### src/rtl/alu_reservation_station.sv
// 16-entry reservation station for the integer ALU: holds operands or ROB tags, wakes on CDB, issues lowest ready entry.
// Optional macro RS_PERF_CNT_EN adds saturating issue / full-while-dispatching counters.
module alu_reservation_station #(
    parameter int ROB_W  = 4,
    parameter int OP_W   = 5,
    parameter int DATA_W = 32
) (
    input  logic              clk_in,
    input  logic              rst_in,
    input  logic              rdy_in,
    input  logic              flush_in,
    input  logic              disp_valid_in,
    input  logic [OP_W-1:0]   disp_op_in,
    input  logic [DATA_W-1:0] disp_Vj_in,
    input  logic [DATA_W-1:0] disp_Vk_in,
    input  logic [ROB_W-1:0]  disp_Qj_in,
    input  logic [ROB_W-1:0]  disp_Qk_in,
    input  logic [ROB_W-1:0]  disp_dest_in,
    output logic              full_out,
    input  logic              cdb_valid_in,
    input  logic [ROB_W-1:0]  cdb_tag_in,
    input  logic [DATA_W-1:0] cdb_value_in,
    output logic              alu_valid_out,
    output logic [OP_W-1:0]   alu_op_out,
    output logic [DATA_W-1:0] alu_a_out,
    output logic [DATA_W-1:0] alu_b_out,
    output logic [ROB_W-1:0]  alu_dest_out
`ifdef RS_PERF_CNT_EN
    ,
    output logic [31:0]       perf_issue_cnt_out,
    output logic [31:0]       perf_full_cnt_out
`endif
);

    localparam int N     = 16;
    localparam int IDX_W = 4;
    localparam int CNT_W = 5;

    // Handshake: full_out low means a dispatch may be presented next cycle (one slot of slack for
    // an in-flight dispatch); alu_valid_out is a one-cycle pulse per issue with no back-pressure.

    function automatic logic [IDX_W:0] find_first_ready(input logic [N-1:0] ready_vec);
        logic [IDX_W:0] r;
        r = '0;
        for (int i = N - 1; i >= 0; i--) begin
            if (ready_vec[i]) r = {1'b1, IDX_W'(i)};
        end
        return r;
    endfunction

    function automatic logic [IDX_W:0] find_first_vacant(input logic [N-1:0] busy_vec);
        logic [IDX_W:0] r;
        r = '0;
        for (int i = N - 1; i >= 0; i--) begin
            if (!busy_vec[i]) r = {1'b1, IDX_W'(i)};
        end
        return r;
    endfunction

    function automatic logic [CNT_W-1:0] count_vacancies(input logic [N-1:0] busy_vec);
        logic [CNT_W-1:0] c;
        c = '0;
        for (int i = 0; i < N; i++) begin
            c = c + CNT_W'(!busy_vec[i]);
        end
        return c;
    endfunction

    logic [N-1:0]      busy_q;
    logic [OP_W-1:0]   op_q   [N];
    logic [DATA_W-1:0] vj_q   [N];
    logic [DATA_W-1:0] vk_q   [N];
    logic [ROB_W-1:0]  qj_q   [N];
    logic [ROB_W-1:0]  qk_q   [N];
    logic [ROB_W-1:0]  dest_q [N];

    logic [N-1:0]      ready_vec;
    logic              issue_found;
    logic [IDX_W-1:0]  issue_idx;
    logic              disp_found;
    logic [IDX_W-1:0]  disp_idx;
    logic [CNT_W-1:0]  vac_cnt;
    logic              cdb_hit;
    logic              disp_qj_hit;
    logic              disp_qk_hit;

    always_comb begin
        ready_vec = '0;
        for (int i = 0; i < N; i++) begin
            ready_vec[i] = busy_q[i] && (qj_q[i] == '0) && (qk_q[i] == '0);
        end
    end

    assign {issue_found, issue_idx} = find_first_ready(ready_vec);
    assign {disp_found, disp_idx}   = find_first_vacant(busy_q);
    assign vac_cnt                  = count_vacancies(busy_q);
    assign full_out                 = (vac_cnt <= CNT_W'(1));

    // Tag 0 means "value valid", so a broadcast of tag 0 must never match anything.
    assign cdb_hit     = cdb_valid_in && (cdb_tag_in != '0);
    assign disp_qj_hit = cdb_hit && (disp_Qj_in == cdb_tag_in);
    assign disp_qk_hit = cdb_hit && (disp_Qk_in == cdb_tag_in);

    always_ff @(posedge clk_in or negedge rst_in) begin
        if (!rst_in) begin
            busy_q        <= '0;
            alu_valid_out <= 1'b0;
            alu_op_out    <= '0;
            alu_a_out     <= '0;
            alu_b_out     <= '0;
            alu_dest_out  <= '0;
            for (int i = 0; i < N; i++) begin
                op_q[i]   <= '0;
                vj_q[i]   <= '0;
                vk_q[i]   <= '0;
                qj_q[i]   <= '0;
                qk_q[i]   <= '0;
                dest_q[i] <= '0;
            end
        end else if (rdy_in) begin
            if (flush_in) begin
                busy_q        <= '0;
                alu_valid_out <= 1'b0;
            end else begin
                for (int i = 0; i < N; i++) begin
                    if (cdb_hit && busy_q[i] && (qj_q[i] == cdb_tag_in)) begin
                        vj_q[i] <= cdb_value_in;
                        qj_q[i] <= '0;
                    end
                    if (cdb_hit && busy_q[i] && (qk_q[i] == cdb_tag_in)) begin
                        vk_q[i] <= cdb_value_in;
                        qk_q[i] <= '0;
                    end
                end

                if (issue_found) begin
                    alu_valid_out     <= 1'b1;
                    alu_op_out        <= op_q[issue_idx];
                    alu_a_out         <= vj_q[issue_idx];
                    alu_b_out         <= vk_q[issue_idx];
                    alu_dest_out      <= dest_q[issue_idx];
                    busy_q[issue_idx] <= 1'b0;
                end else begin
                    alu_valid_out <= 1'b0;
                end

                // The issuing slot is still busy pre-edge, so dispatch can never land on it.
                if (disp_valid_in && disp_found) begin
                    busy_q[disp_idx] <= 1'b1;
                    op_q[disp_idx]   <= disp_op_in;
                    dest_q[disp_idx] <= disp_dest_in;
                    vj_q[disp_idx]   <= disp_qj_hit ? cdb_value_in : disp_Vj_in;
                    qj_q[disp_idx]   <= disp_qj_hit ? '0 : disp_Qj_in;
                    vk_q[disp_idx]   <= disp_qk_hit ? cdb_value_in : disp_Vk_in;
                    qk_q[disp_idx]   <= disp_qk_hit ? '0 : disp_Qk_in;
                end
            end
        end
    end

`ifdef RS_PERF_CNT_EN
    always_ff @(posedge clk_in or negedge rst_in) begin
        if (!rst_in) begin
            perf_issue_cnt_out <= '0;
            perf_full_cnt_out  <= '0;
        end else if (rdy_in) begin
            if (!flush_in && issue_found && (perf_issue_cnt_out != '1))
                perf_issue_cnt_out <= perf_issue_cnt_out + 32'd1;
            if (full_out && disp_valid_in && (perf_full_cnt_out != '1))
                perf_full_cnt_out <= perf_full_cnt_out + 32'd1;
        end
    end
`endif

    disp_overflow_a: assert property (@(posedge clk_in) disable iff (!rst_in)
        (rdy_in && !flush_in && disp_valid_in) |-> (vac_cnt != '0));

endmodule
### config.mk
export PLATFORM = sky130hd
export DESIGN_NAME = alu_reservation_station
export DESIGN_NICKNAME = d
export VERILOG_FILES = /design/src/rtl/alu_reservation_station.sv
export SDC_FILE = /design/constraint.sdc
export NUM_CORES = 2
export LEC_CHECK = 0
export ABC_AREA = 1
export CAP_MARGIN = 15
export CELL_PAD_IN_SITES_DETAIL_PLACEMENT = 1
export CELL_PAD_IN_SITES_GLOBAL_PLACEMENT = 2
export CORE_MARGIN = 8
export CORE_UTILIZATION = 30
export CTS_CLUSTER_DIAMETER = 60
export DETAILED_ROUTE_END_ITERATION = 8
export GPL_TIMING_DRIVEN = 0
export PLACE_DENSITY = 0.69
export REMOVE_ABC_BUFFERS = 1
export SLEW_MARGIN = 25
export SYNTH_ARGS = -nofsm -noshare
export SYNTH_HDL_FRONTEND = slang
export SYNTH_SLANG_ARGS = --single-unit
### constraint.sdc
create_clock -name clk_in -period 6.62 [get_ports clk_in]
set_input_delay 0.993 -clock clk_in [delete_from_list [all_inputs] [get_ports clk_in]]
set_output_delay 0.993 -clock clk_in [all_outputs]
set_load 0.02 [all_outputs]
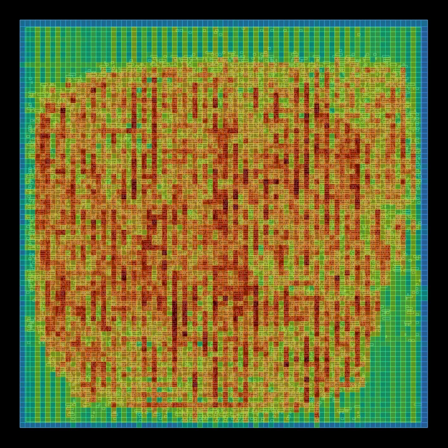
(images/congestion.png)
GR Layer Usage met3: 0.0459
Tot GR Track Use: 0.288
wire per inst: 30.1 um
GRT busiest layer: met2
fin util: 0.360

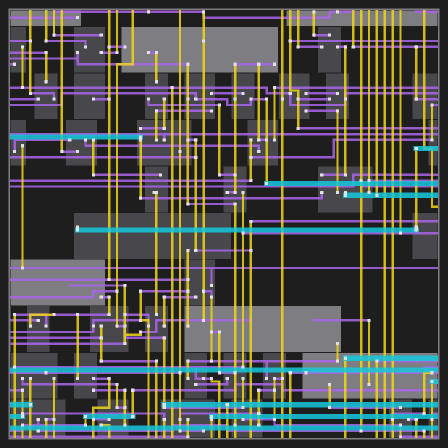
(images/detail.png)
Window x 126 to 151, y 403 to 428 um. Cells in gray, sequential cells in the stronger gray; small squares are vias.
Key: purple = metal 1; yellow = metal 2; cyan = metal 3
Netlist names of flops here include vk_q (4). Sequential cells in the window: 4. 36 logic cells have their middle in the window. Most frequent: nand2_1 (14), o21ai_0 (5).

==> CHANGELOG.md <==
## Flow update

* Status: finished, final reports clean
* Final Slew Violations at 0
* Vias in the first global route at 98.8k
* Worst Setup Path Type: reg -> reg
* Total grt overflow at 0
* Register-to-register setup slack at 400 ps
* Min Clock Period, post-route at 6220 ps
* Setup WS pre-CTS at -1010 ps
* Initial drt markers at 9784
* Chip Width at 554 um
* CTS Buf Count at 198
* Critical Path Fanout Max at 61
* Critical-path cell with the highest stage delay: dfrtp_1
* Commonest cells post-synth: 4264 x nand2_1, 1386 x dfrtp_1, 1196 x o21ai_0, 1112 x o221ai_1
* Most common logic cells in the final layout: 4224 x nand2_1, 1386 x dfrtp_1, 1196 x o21ai_0, 1112 x o221ai_1, 830 x nand3_1
* Unique cell type count in the Yosys netlist at around 45
* Setup TNS at 0 ps
* Residual DRC count at 0
* Clock transition at path regs at 60 ps
* Startpoint types: flop
* Power Density at 254 mW/mm2
* I/O pins at 198
* Total design power at 26.3 mW
* CP Data Required Time at about 7400 ps
* Adder share at 0.00302
* Dominant Register Cell: dfrtp_1
* Crit path max-delay family: simple AND/OR/NAND/NOR gates
* # clock sinks at between 1k and 1.5k
* Registers, synthesis at 1386
* Largest net degree at the start of global routing at roughly 130
* Normalized max-slew margin at 0.288
* Depth of the CTS H-tree at 4
* Yosys warning count at 0
* Crit path largest cell delay at 530 ps
* Hold slack at roughly 46 ps
* Register area share after synthesis at 0.399
* Via count at 95.9k
* Yosys chip area at 0.0869 mm2
* Final net count at 11.6k
* Port bufs at 197
* Most frequent cell after synthesis: nand2_1
* CP Depth at 31
* Area grow syn2layout at 19.4%
* Total of max-cap violations at 0
* CTS tree: built
* Hold crit path type: in -> async
* Clk latency late pin at 900 ps
* Met1 GRT Util at 0.388
* Register-to-Register Path Depth at 31
* Std cell rows at 197
* Dpl cells at around 15k
* Non-filler instance count after layout at 15.4k
* Unrepaired setup endpoints after global routing: no
* Yosys top cell by area: dfrtp_1
* Max Buffers Root-to-Sink at 4
* Fmax at around 160 MHz
* Yosys simple share at 0.294
* Ys cells at 12.0k
* Clock skew at 64.4 ps
* Routability cong. at about 0.74
* XOR Share, Synth at 0.0137
* Core ar. at 0.288 mm2
* Complex Gates by Area at 0.207
* Syn_area_per_cell at just over 7 um2
* EDFF count, synth at 0
* Top logic family: simple AND/OR/NAND/NOR gates
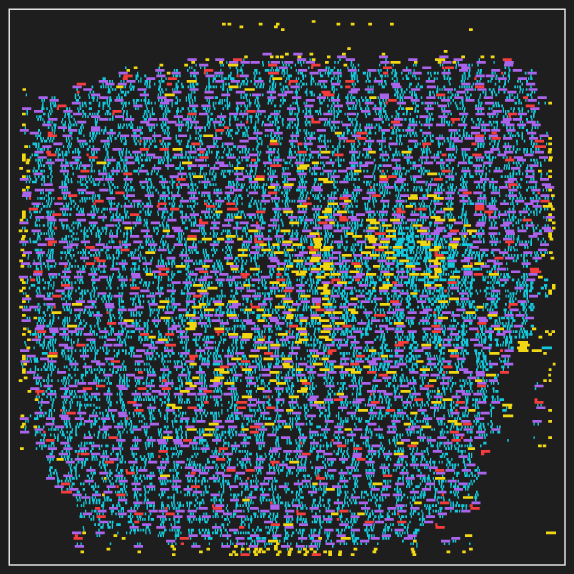
(images/placement_by_type.png)
(1 px per um)
Key: red = clock drivers and dummy loads [cells 345, share of their area 6.5%]; purple = flops [cells 1386, share of their area 35%]; cyan = combinational and other logic [cells 9314, share of their area 48%]; yellow = other buffers and delay cells [cells 544, share of their area 11%]

==> registers in the layout, summed over array words and instances, names as in the netlist <==
| signal | count |
|---|---|
| busy_q | 16 |
| dest_q | 64 |
| alu_dest_out | 4 |
| qj_q | 64 |
| qk_q | 64 |
| alu_a_out | 32 |
| alu_op_out | 5 |
| alu_b_out | 32 |
| vj_q | 512 |
| vk_q | 512 |
| alu_valid_out | 1 |
| op_q | 80 |
==> worst paths after layout <==
path,start,endpoint
worst max-delay path,busy_q[15],alu_b_out[1]
worst min-delay path,rst_in,qj_q[1]
worst max register to register,busy_q[15],alu_b_out[1]
worst min register to register,op_q[64],op_q[64]
max in group asynchronous,rst_in,alu_b_out[31]
min in group clk_in,op_q[64],op_q[64]
==> timing repair <==
action / 4_1_cts / 5_1_grt
gates cloned: 4 / 2
resized: 10 / 4
hold buffers: 0 / 0
setup endpoints to repair: 40 / 39
buffers inserted: 3 / 5
pin swaps: 3 / 2
==> layout make-up <==
cell class	instances	area (um2)
antenna	5	12.5
inverter	456	1790
sequential	1386	34700
fill	34086	184000
multi-input combinational	8858	45600
timing repair buffer	544	10400
clock inverter	62	728
tap	3781	4730
clock buffer	283	5720
==> metal layers <==
| metal | up-vias | routed length, um |
|---|---|---|
| met4 | 0 | 19700 |
| li1 | 40472 | - |
| met5 | - | 0 |
| met3 | 1092 | 35400 |
| met1 | 49776 | 199000 |
| met2 | 4569 | 208000 |
==> where the power goes <==
group          switching, mW  internal, mW  leakage (nW)
logic                   3.15          1.87          25.5
clock network           4.44          6.51          3.16
registers              0.842          9.52          18.8
total                   8.43          17.9          47.5
Power figures rest on the tool's default switching activity, not on a simulated workload.
